<file path="config.mk">
export PLATFORM = sky130hd
export DESIGN_NAME = tqvp_reg_arbiter
export DESIGN_NICKNAME = d
export VERILOG_FILES = /design/src/rtl/tqvp_arb_pkg.sv /design/src/rtl/tqvp_rr_arb2.sv /design/src/rtl/tqvp_reg_arbiter.sv
export SDC_FILE = /design/constraint.sdc
export NUM_CORES = 1
export LEC_CHECK = 0
export ABC_CLOCK_PERIOD_IN_PS = 3400
export CAP_MARGIN = 0
export CORE_ASPECT_RATIO = 0.5
export CORE_MARGIN = 3
export CORE_UTILIZATION = 43
export DETAILED_ROUTE_END_ITERATION = 8
export HOLD_SLACK_MARGIN = 0.15
export PLACE_DENSITY = 0.91
export SETUP_SLACK_MARGIN = 0.2
export SYNTH_ARGS = -nofsm -noshare
export SYNTH_HDL_FRONTEND = slang
export SYNTH_SLANG_ARGS = --single-unit
export TNS_END_PERCENT = 100
</file>
<file path="constraint.sdc">
create_clock -name clk -period 3.4 [get_ports clk]
set_input_delay 0.68 -clock clk [delete_from_list [all_inputs] [get_ports clk]]
set_output_delay 0.68 -clock clk [all_outputs]
set_load 0.005 [all_outputs]
</file>
<file path="src/rtl/tqvp_arb_pkg.sv">
// Shared types and constants for the TinyQV register-port arbiter.
package tqvp_arb_pkg;
  typedef enum logic [1:0] {IDLE, ADDR, WAIT, DONE} arb_state_t;

  localparam int READ_LAT_MIN = 1;
  localparam int READ_LAT_MAX = 3;
  localparam int CNT_W        = 2;

  typedef logic req_idx_t;
endpackage

</file>
<file path="src/rtl/tqvp_rr_arb2.sv">
// Two-way round-robin pick, purely combinational.
// On a tie the requester that did not win last time is chosen.
import tqvp_arb_pkg::*;

module tqvp_rr_arb2 (
  input  logic     req0,
  input  logic     req1,
  input  req_idx_t last,
  output logic     valid,
  output req_idx_t winner
);
  assign valid  = req0 | req1;
  assign winner = (req0 && req1) ? ~last : req1;
endmodule

</file>
<file path="src/rtl/tqvp_reg_arbiter.sv">
// Arbitrates the TinyQV peripheral register port between two requesters.
// One transaction per READ_LAT+2 cycles; requests are sampled only in IDLE and wait otherwise.
import tqvp_arb_pkg::*;

module tqvp_reg_arbiter #(
  parameter int ADDR_W   = 4,
  parameter int DATA_W   = 8,
  parameter int READ_LAT = 1
) (
  input  logic              clk,
  input  logic              rst,
  input  logic              req0,
  input  logic              we0,
  input  logic [ADDR_W-1:0] addr0,
  input  logic [DATA_W-1:0] wdata0,
  output logic              ack0,
  output logic [DATA_W-1:0] rdata0,
  input  logic              req1,
  input  logic              we1,
  input  logic [ADDR_W-1:0] addr1,
  input  logic [DATA_W-1:0] wdata1,
  output logic              ack1,
  output logic [DATA_W-1:0] rdata1,
  output logic [ADDR_W-1:0] address,
  output logic [DATA_W-1:0] data_in,
  output logic              data_write,
  input  logic [DATA_W-1:0] data_out,
  output logic              busy,
  output logic              grant_id
);
  arb_state_t        state, state_nxt;
  logic [CNT_W-1:0]  cnt;
  logic              lat_we;
  logic [ADDR_W-1:0] lat_addr;
  logic [DATA_W-1:0] lat_wdata;
  logic [DATA_W-1:0] rdata0_q, rdata1_q;
  req_idx_t          grant_q;
  logic              pick_valid;
  req_idx_t          pick;

  tqvp_rr_arb2 u_rr (
    .req0   (req0),
    .req1   (req1),
    .last   (grant_q),
    .valid  (pick_valid),
    .winner (pick)
  );

  always_ff @(posedge clk or posedge rst) begin
    if (rst) state <= IDLE;
    else     state <= state_nxt;
  end

  always_comb begin
    state_nxt  = state;
    data_write = 1'b0;
    ack0       = 1'b0;
    ack1       = 1'b0;
    rdata0     = rdata0_q;
    rdata1     = rdata1_q;
    case (state)
      IDLE: if (pick_valid) state_nxt = ADDR;
      ADDR: begin
        data_write = lat_we;
        state_nxt  = (READ_LAT == 1) ? DONE : WAIT;
      end
      // cnt==1 here means the decrement lands on zero this cycle
      WAIT: if (cnt == CNT_W'(1)) state_nxt = DONE;
      DONE: begin
        state_nxt = IDLE;
        if (grant_q) begin
          ack1   = 1'b1;
          rdata1 = data_out;
        end else begin
          ack0   = 1'b1;
          rdata0 = data_out;
        end
      end
      default: state_nxt = IDLE;
    endcase
  end

  always_ff @(posedge clk or posedge rst) begin
    if (rst) begin
      grant_q   <= 1'b1;
      lat_we    <= 1'b0;
      lat_addr  <= '0;
      lat_wdata <= '0;
      cnt       <= '0;
      rdata0_q  <= '0;
      rdata1_q  <= '0;
    end else begin
      if (state == IDLE && pick_valid) begin
        grant_q   <= pick;
        lat_we    <= pick ? we1 : we0;
        lat_addr  <= pick ? addr1 : addr0;
        lat_wdata <= pick ? wdata1 : wdata0;
      end
      if (state == ADDR)      cnt <= CNT_W'(READ_LAT - 1);
      else if (state == WAIT) cnt <= cnt - CNT_W'(1);
      if (state == DONE) begin
        if (grant_q) rdata1_q <= data_out;
        else         rdata0_q <= data_out;
      end
    end
  end

  assign address  = lat_addr;
  assign data_in  = lat_wdata;
  assign busy     = (state != IDLE);
  assign grant_id = grant_q;
endmodule

</file>
==> qor.txt <==
Syn Area/Cell: 11.0 um^2
FP Core Util: 0.473
Signal inverters: 8
Setup crit start kind: flop
Post-CTS Setup Repair Bufs: 0
FF-to-FF path depth: 5
Congestion Overflow GR: 0
Setup-failing EPs final: 0
Power Total: 2.11 mW
met2 wire length: 2.04 mm
most frequent logic cell in the layout: clkdlybuf4s50_1
fin crit period: 2.85 ns
total CTS buffers: 5
Net Sw Frac: 0.318
global-route wire length before repair: 5.79 mm
layout cells sized above 1: 0.110
CLK BUF: 6
tap cells: 48
CP max stage delay: 0.60 ns
Post-synth ARST share: 1.00
Fin. Hold Viols: 0
status: finished, final reports clean
flop share of the area: 0.365
count leader, synth: dfrtp_1
max_cap viols: 0
CP top delay family: flip-flops
finished layout cell area: 0.00233 mm^2
OpenROAD warning count: 29
RD Place Congestion: 0.793
Pre-antenna DRT Iters: 4
Dominant cell area share: 0.551
Clock Skew: 0.00696 ns
### Routed metal per tile

18 x 10 tiles, from white (low) to dark blue (high), scaled to the fullest tile. Values are wire area over tile area, all layers added.
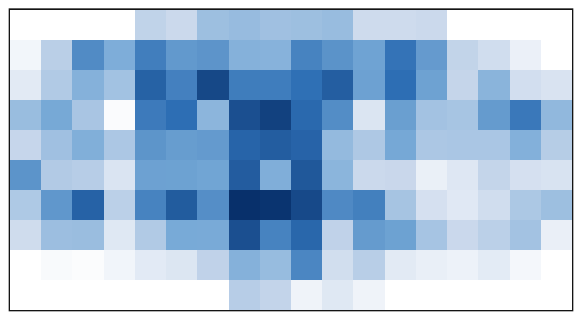
The fullest tile reaches 0.36. The densest ninth of the die: center. The mean over all tiles is 0.14. 14% of the tiles are nearly empty. The emptiest ninth of the die: lower right. 32% of the tiles are over half the peak.
gr usage total: 0.185
WL final: 3.75 mm
routed vias: 1245
wire length per cell: 14.6 um

### The clock network

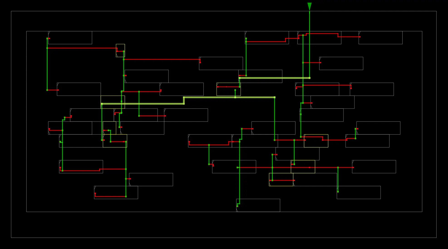
clk_lat worst skew: 0.28 ns
CTS Sinks: 34

No activity file was given, so power comes from the tool's default toggle rates.
